File: src/rtl/prewish_button_poller.sv
// prewish_button_poller: periodically requests a status byte from a button
// source over a strobe handshake, detects button edges and presents them to
// the caller as a pending event with sticky timeout/overflow flags.
// Optional build macro: PREWISH_POLL_RELEASE_EVT_EN (report release edges too).
module prewish_button_poller #(
    parameter int POLL_PERIOD = 100000,
    parameter int POLL_BITS   = 17,
    parameter int TIMEOUT     = 15
) (
    input  logic       CLK_I,
    input  logic       RST_I,
    input  logic       EN_I,
    output logic       POLL_STB_O,
    input  logic       POLL_STB_I,
    input  logic [7:0] POLL_DAT_I,
    output logic       STB_O,
    output logic [7:0] EVT_O,
    output logic [7:0] DAT_O,
    input  logic       ACK_I,
    input  logic       CLR_I,
    output logic       ERR_O,
    output logic       OVF_O
);

    localparam int TMO_BITS = $clog2(TIMEOUT);
    localparam logic [POLL_BITS-1:0] PERIOD_RLD = POLL_BITS'(POLL_PERIOD - 1);
    localparam logic [TMO_BITS-1:0]  TMO_RLD    = TMO_BITS'(TIMEOUT - 1);

    typedef enum logic [1:0] {IDLE, REQ, WAIT, CMP} state_t;

    state_t               state, nxt;
    logic [POLL_BITS-1:0] cnt;
    logic [TMO_BITS-1:0]  tmo;
    logic [7:0]           cur, prev, evt;
    logic                 poll_fire, wait_hit, wait_tmo, in_cmp;
    logic                 evt_any, ovf_set;

    // State register.
    always_ff @(posedge CLK_I or negedge RST_I) begin
        if (!RST_I) state <= IDLE;
        else        state <= nxt;
    end

    // Next-state and per-state decode.
    always_comb begin
        nxt       = state;
        poll_fire = 1'b0;
        wait_hit  = 1'b0;
        wait_tmo  = 1'b0;
        in_cmp    = 1'b0;
        case (state)
            IDLE: begin
                if (EN_I && cnt == '0) begin
                    poll_fire = 1'b1;
                    nxt       = REQ;
                end
            end
            REQ:  nxt = WAIT;
            WAIT: begin
                // A reply on the last allowed cycle still wins over the timeout.
                if (POLL_STB_I) begin
                    wait_hit = 1'b1;
                    nxt      = CMP;
                end else if (tmo == '0) begin
                    wait_tmo = 1'b1;
                    nxt      = IDLE;
                end
            end
            CMP: begin
                in_cmp = 1'b1;
                nxt    = IDLE;
            end
            default: nxt = IDLE;
        endcase
    end

    // Request strobe is a pure decode of the one-cycle REQ state.
    assign POLL_STB_O = (state == REQ);

`ifdef PREWISH_POLL_RELEASE_EVT_EN
    assign evt = cur ^ prev;
`else
    assign evt = cur & ~prev;
`endif

    assign evt_any = (evt != 8'h00);
    // Merge into an event the caller has neither taken nor is taking now.
    assign ovf_set = in_cmp && evt_any && STB_O && !ACK_I;

    // Poll period counter: runs only in IDLE while enabled, parked otherwise.
    always_ff @(posedge CLK_I or negedge RST_I) begin
        if (!RST_I) begin
            cnt <= PERIOD_RLD;
        end else if (state == IDLE) begin
            if (!EN_I || poll_fire) cnt <= PERIOD_RLD;
            else                    cnt <= cnt - 1'b1;
        end
    end

    // Reply timeout counter: loaded in REQ, counts down through WAIT.
    always_ff @(posedge CLK_I or negedge RST_I) begin
        if (!RST_I)                           tmo <= '0;
        else if (state == REQ)                tmo <= TMO_RLD;
        else if (state == WAIT && tmo != '0)  tmo <= tmo - 1'b1;
    end

    // Status capture and history; a timed-out poll leaves both untouched.
    always_ff @(posedge CLK_I or negedge RST_I) begin
        if (!RST_I) begin
            cur   <= 8'h00;
            prev  <= 8'h00;
            DAT_O <= 8'h00;
        end else begin
            if (wait_hit) cur <= POLL_DAT_I;
            if (in_cmp) begin
                prev  <= cur;
                DAT_O <= cur;
            end
        end
    end

    // Pending event: new, merged, replaced on ack, or retired on ack.
    always_ff @(posedge CLK_I or negedge RST_I) begin
        if (!RST_I) begin
            STB_O <= 1'b0;
            EVT_O <= 8'h00;
        end else if (in_cmp && evt_any) begin
            STB_O <= 1'b1;
            if (STB_O && !ACK_I) EVT_O <= EVT_O | evt;
            else                 EVT_O <= evt;
        end else if (STB_O && ACK_I) begin
            STB_O <= 1'b0;
            EVT_O <= 8'h00;
        end
    end

    // Sticky flags: a set in the same cycle beats the clear.
    always_ff @(posedge CLK_I or negedge RST_I) begin
        if (!RST_I) begin
            ERR_O <= 1'b0;
            OVF_O <= 1'b0;
        end else begin
            if (wait_tmo)   ERR_O <= 1'b1;
            else if (CLR_I) ERR_O <= 1'b0;
            if (ovf_set)    OVF_O <= 1'b1;
            else if (CLR_I) OVF_O <= 1'b0;
        end
    end

endmodule

File: config.mk
export PLATFORM = sky130hd
export DESIGN_NAME = prewish_button_poller
export DESIGN_NICKNAME = d
export VERILOG_FILES = /design/src/rtl/prewish_button_poller.sv
export SDC_FILE = /design/constraint.sdc
export NUM_CORES = 1
export LEC_CHECK = 0
export CAP_MARGIN = 20
export CORE_MARGIN = 3
export CORE_UTILIZATION = 58
export CTS_CLUSTER_SIZE = 30
export DETAILED_ROUTE_END_ITERATION = 12
export PLACE_DENSITY = 0.84
export SLEW_MARGIN = 20
export SYNTH_ARGS = -nofsm -noshare
export SYNTH_HDL_FRONTEND = slang
export SYNTH_SLANG_ARGS = --single-unit
File: constraint.sdc
create_clock -name CLK_I -period 5.73 [get_ports CLK_I]
set_input_delay 1.4325 -clock CLK_I [delete_from_list [all_inputs] [get_ports CLK_I]]
set_output_delay 1.4325 -clock CLK_I [all_outputs]
set_load 0.005 [all_outputs]
**Signal wires on met3**

Scale: 6 px per um.
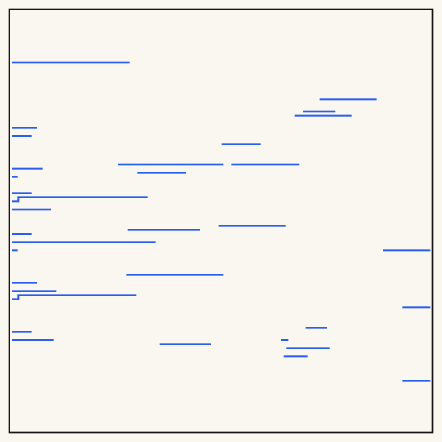
wire length on this layer: 276 um
longest straight run: 23.7 um
main direction: horizontal
routed vias: 1784
met3 global-route usage: 0.06763
DRT Wirelength: 4955 um

**Metal layers overlaid**

Scale: 6 px per um. Only two layers are drawn.
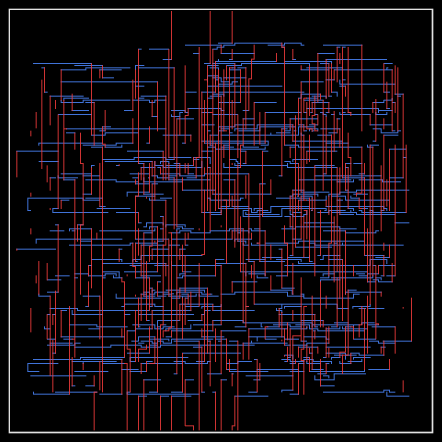
[red] met2 | wire length: 2380 um
[blue] met1 | wire length: 2240 um
WL/cell: 16.35 um
gr usage total: 0.2172

**Where the registers sit**

Scale: 8 px per um. Other sequential cells in the stronger gray, the rest of the logic in the fainter gray.
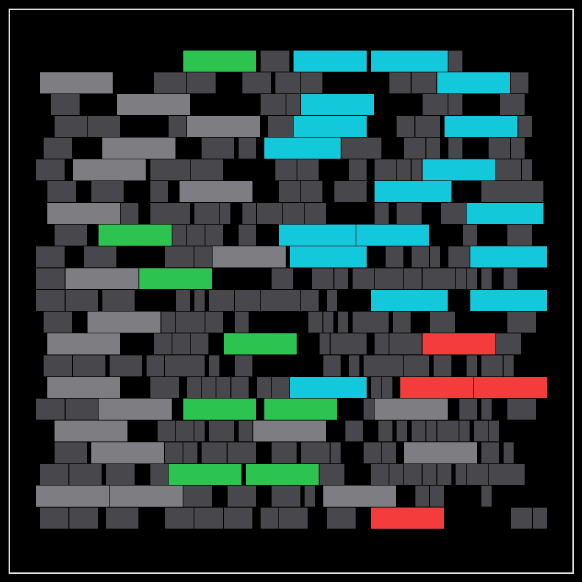
[cyan] cnt | sequential cells: 17
[red] tmo | sequential cells: 4
[green] EVT_O | sequential cells: 8
not colored: 21
Core Util, Final: 0.7485
register area: 1264 sq um
fraction of area in registers: 0.4412

==> Changelog: implementation <==
### Physical design

* Outcome: completed
* Layout area overhead at 19.41%
* Crit path to: cnt[11]$_DFFE_PN0N_
* Die width at 70.31 um
* Pins Over Slew Limit at 0
* Placed Cells incl. Taps at 295
* Worst Path Arrival at 3.50 ns
* Crit-path cells: clkdlybuf4s50_1 -> or4bb_1 -> or4_4 -> o21ai_2 -> a22oi_1
* Routed Antenna Nets at 0
* FFs w/ async S/R, synth at 1.000
* RSZ-0062 raised after global routing: no
* Deepest level of the CTS H-tree at 2
* Clock network area share at 0.03189
* Diode count at 0
* Invs w/o clock at 7
* Most flops, register: cnt
* Maximum operating frequency at 0.2971 GHz
* Top cell excl fill/tap: dfrtp_1
* Die area at 4943 sq um
* DP Worst Slack at 2.034 ns
* Min Tclk post-route at between 3 and 4 ns
* Max-cap viol count at 0
* CTS hold repair buffers at 0
* Final clock skew at 0.005928 ns
* 1st-iter DRT viols at 156
* Synth warn at 0
* TritonRoute pass-1 iters at 4
* Setup crit end kind: register
* Slowest CP cell: clkdlybuf4s50_1
* Top cells, area: dfrtp_1, dfstp_2, mux2_2
* Register share after synthesis at 0.5269
* Clk pin slew, worst setup/hold paths at 0.09 ns
* Max FFs per register at 17
* Nets at around 270
* Gpl congestion at 0.8085
* DRC at 0
* Yosys top cell by instances: dfrtp_1
* Initial antenna violation count at 0
* Number of port buffers at 33
* Critical path origin: EN_I
* Num CTS Buffers at 5
* Synth top cells by count: dfrtp_1, mux2_2, o21ai_0
* Total global routing overflow at 0
* Final Hold Viols at 0
* Largest net degree at the start of global routing at around 51
* Reg2Reg Setup Slack at 3.40 ns
* Post-placement cell area at approximately 2800 sq um
* First-pass GRT wire length at ~8500 um
* R2R cell count at 4
* Non-clock buffers at 34
* EDFF count, synth at 0
* Dominant combinational family: simple AND/OR/NAND/NOR gates
* Worst R2R Start: state[1]$_DFFE_PN0P_
* Half-perimeter wire length after placement at approximately 3400 um
* Rows at 22
* Setup CP Type: in2reg
* Most used flip-flop cell: dfrtp_1
* XORs/XNORs by Area at 0.02556
* Yosys simple share at 0.1956
* Root Driver: clkbuf_8
* Worst vdd ir at 245.9 uV
* Core Density at Floorplan at 0.6269
* Chip Height at 70.31 um
* Clock buffer count at 7
* Power Total at 1.161 mW
* Tool warnings at 27
* CTS tree: yes
* Worst Tran Pin Value at 1.004 ns
* CTS sink count at 50
* Setup bufs post-CTS at 0
* Mapped cell area at roughly 2400 sq um
* Top Family by Delay on Critical Path: simple AND/OR/NAND/NOR gates
* Crit path largest cell delay at 0.58 ns
* Post-Synthesis Cells at ~220
* Top Layout Cells: dfrtp_1, clkdlybuf4s50_1, o21ai_0, mux2_2
* Clock latency on the worst-skew pair at 0.30 ns
* Setup TNS at 0 ns
* Buf+Inv Stages, Crit Path at 1
* Clk buf depth at 2
* Setup ws final at 2.364 ns
* Leak at 1.163 nW
* Fill cells at 281
* Hold Path Depth at 2
* IO Pins at 34
* Comb area share at 0.3805
* Worst path depth at 5
* HP Class: reg2reg
* Post_cts resized at 0
* Finished Layout Cells at 303
* Period utilization at 0.5875
* Adder Area Share at 0.01565
* Crit Path Max Fanout at 9
* Ao+oa area frac at 0.1424
* Flip-flop and latch count after synthesis at 50
* Final non-clock buffer share at 0.1162
* Dominant cell type by area after synthesis: dfrtp_1
* Hold worst-path end: cnt[1]$_DFFE_PN1N_
* Unique cell types at 44
* Yosys Instances at 218
* Fin area at 2864 sq um
* Normalized max-slew margin at 0.3284
* CP Launch Type: input port
* Flop count at 50
* Core Footprint at around 3800 sq um
* Synth mux share at 0.07512
* Tapcells at 48
* Gate Area at 1090 sq um
* Vias in the first global route at 1769
* Proportion of layout cells with a drive suffix above 1 at 0.1804
* WP data required at 5.87 ns
* Dominant kind of cell: flip-flops and latches
* Avg Cell Area, Syn at 11.00 sq um
* Setup violations, final at 0
* Chip Area, Yosys at 2399 sq um
* Syn Nets at 235
* Worst min-delay path startpoint: cnt[1]$_DFFE_PN1N_
* Comb_multi_in at approximately 160
* Area fraction of the dominant cell type after synthesis at 0.4173
* DR vias/cell at 5.888
* Hold Slack at roughly 0.52 ns
* Power density cells at 405.4 nW/um^2
* FF-to-FF End: cnt[14]$_DFFE_PN0N_
-- per-layer routing --
metal | global-route usage | vias to the layer above | part of all wire
met5 | 0 | - | 0
met1 | 0.2908 | 867 | 0.45
met4 | 0.06809 | 0 | 0.0099
met2 | 0.3368 | 47 | 0.48
li1 | - | 864 | -
met3 | 0.06763 | 6 | 0.056
-- where the power goes --
| group | total (mW) | internal (mW) | switching, mW |
|---|---|---|---|
| sequential | 0.564 | 0.460 | 0.104 |
| clock | 0.209 | 0.0976 | 0.112 |
| combinational | 0.387 | 0.218 | 0.169 |
| total | 1.16 | 0.775 | 0.386 |
-- worst reg2reg max path, delay by kind of cell, from the launching register on --
family	cells	cell delay, ns
compound gates	1	0.17
flops	1	0.60
simple gates	3	1.48
Power and IR drop assume default switching activity.
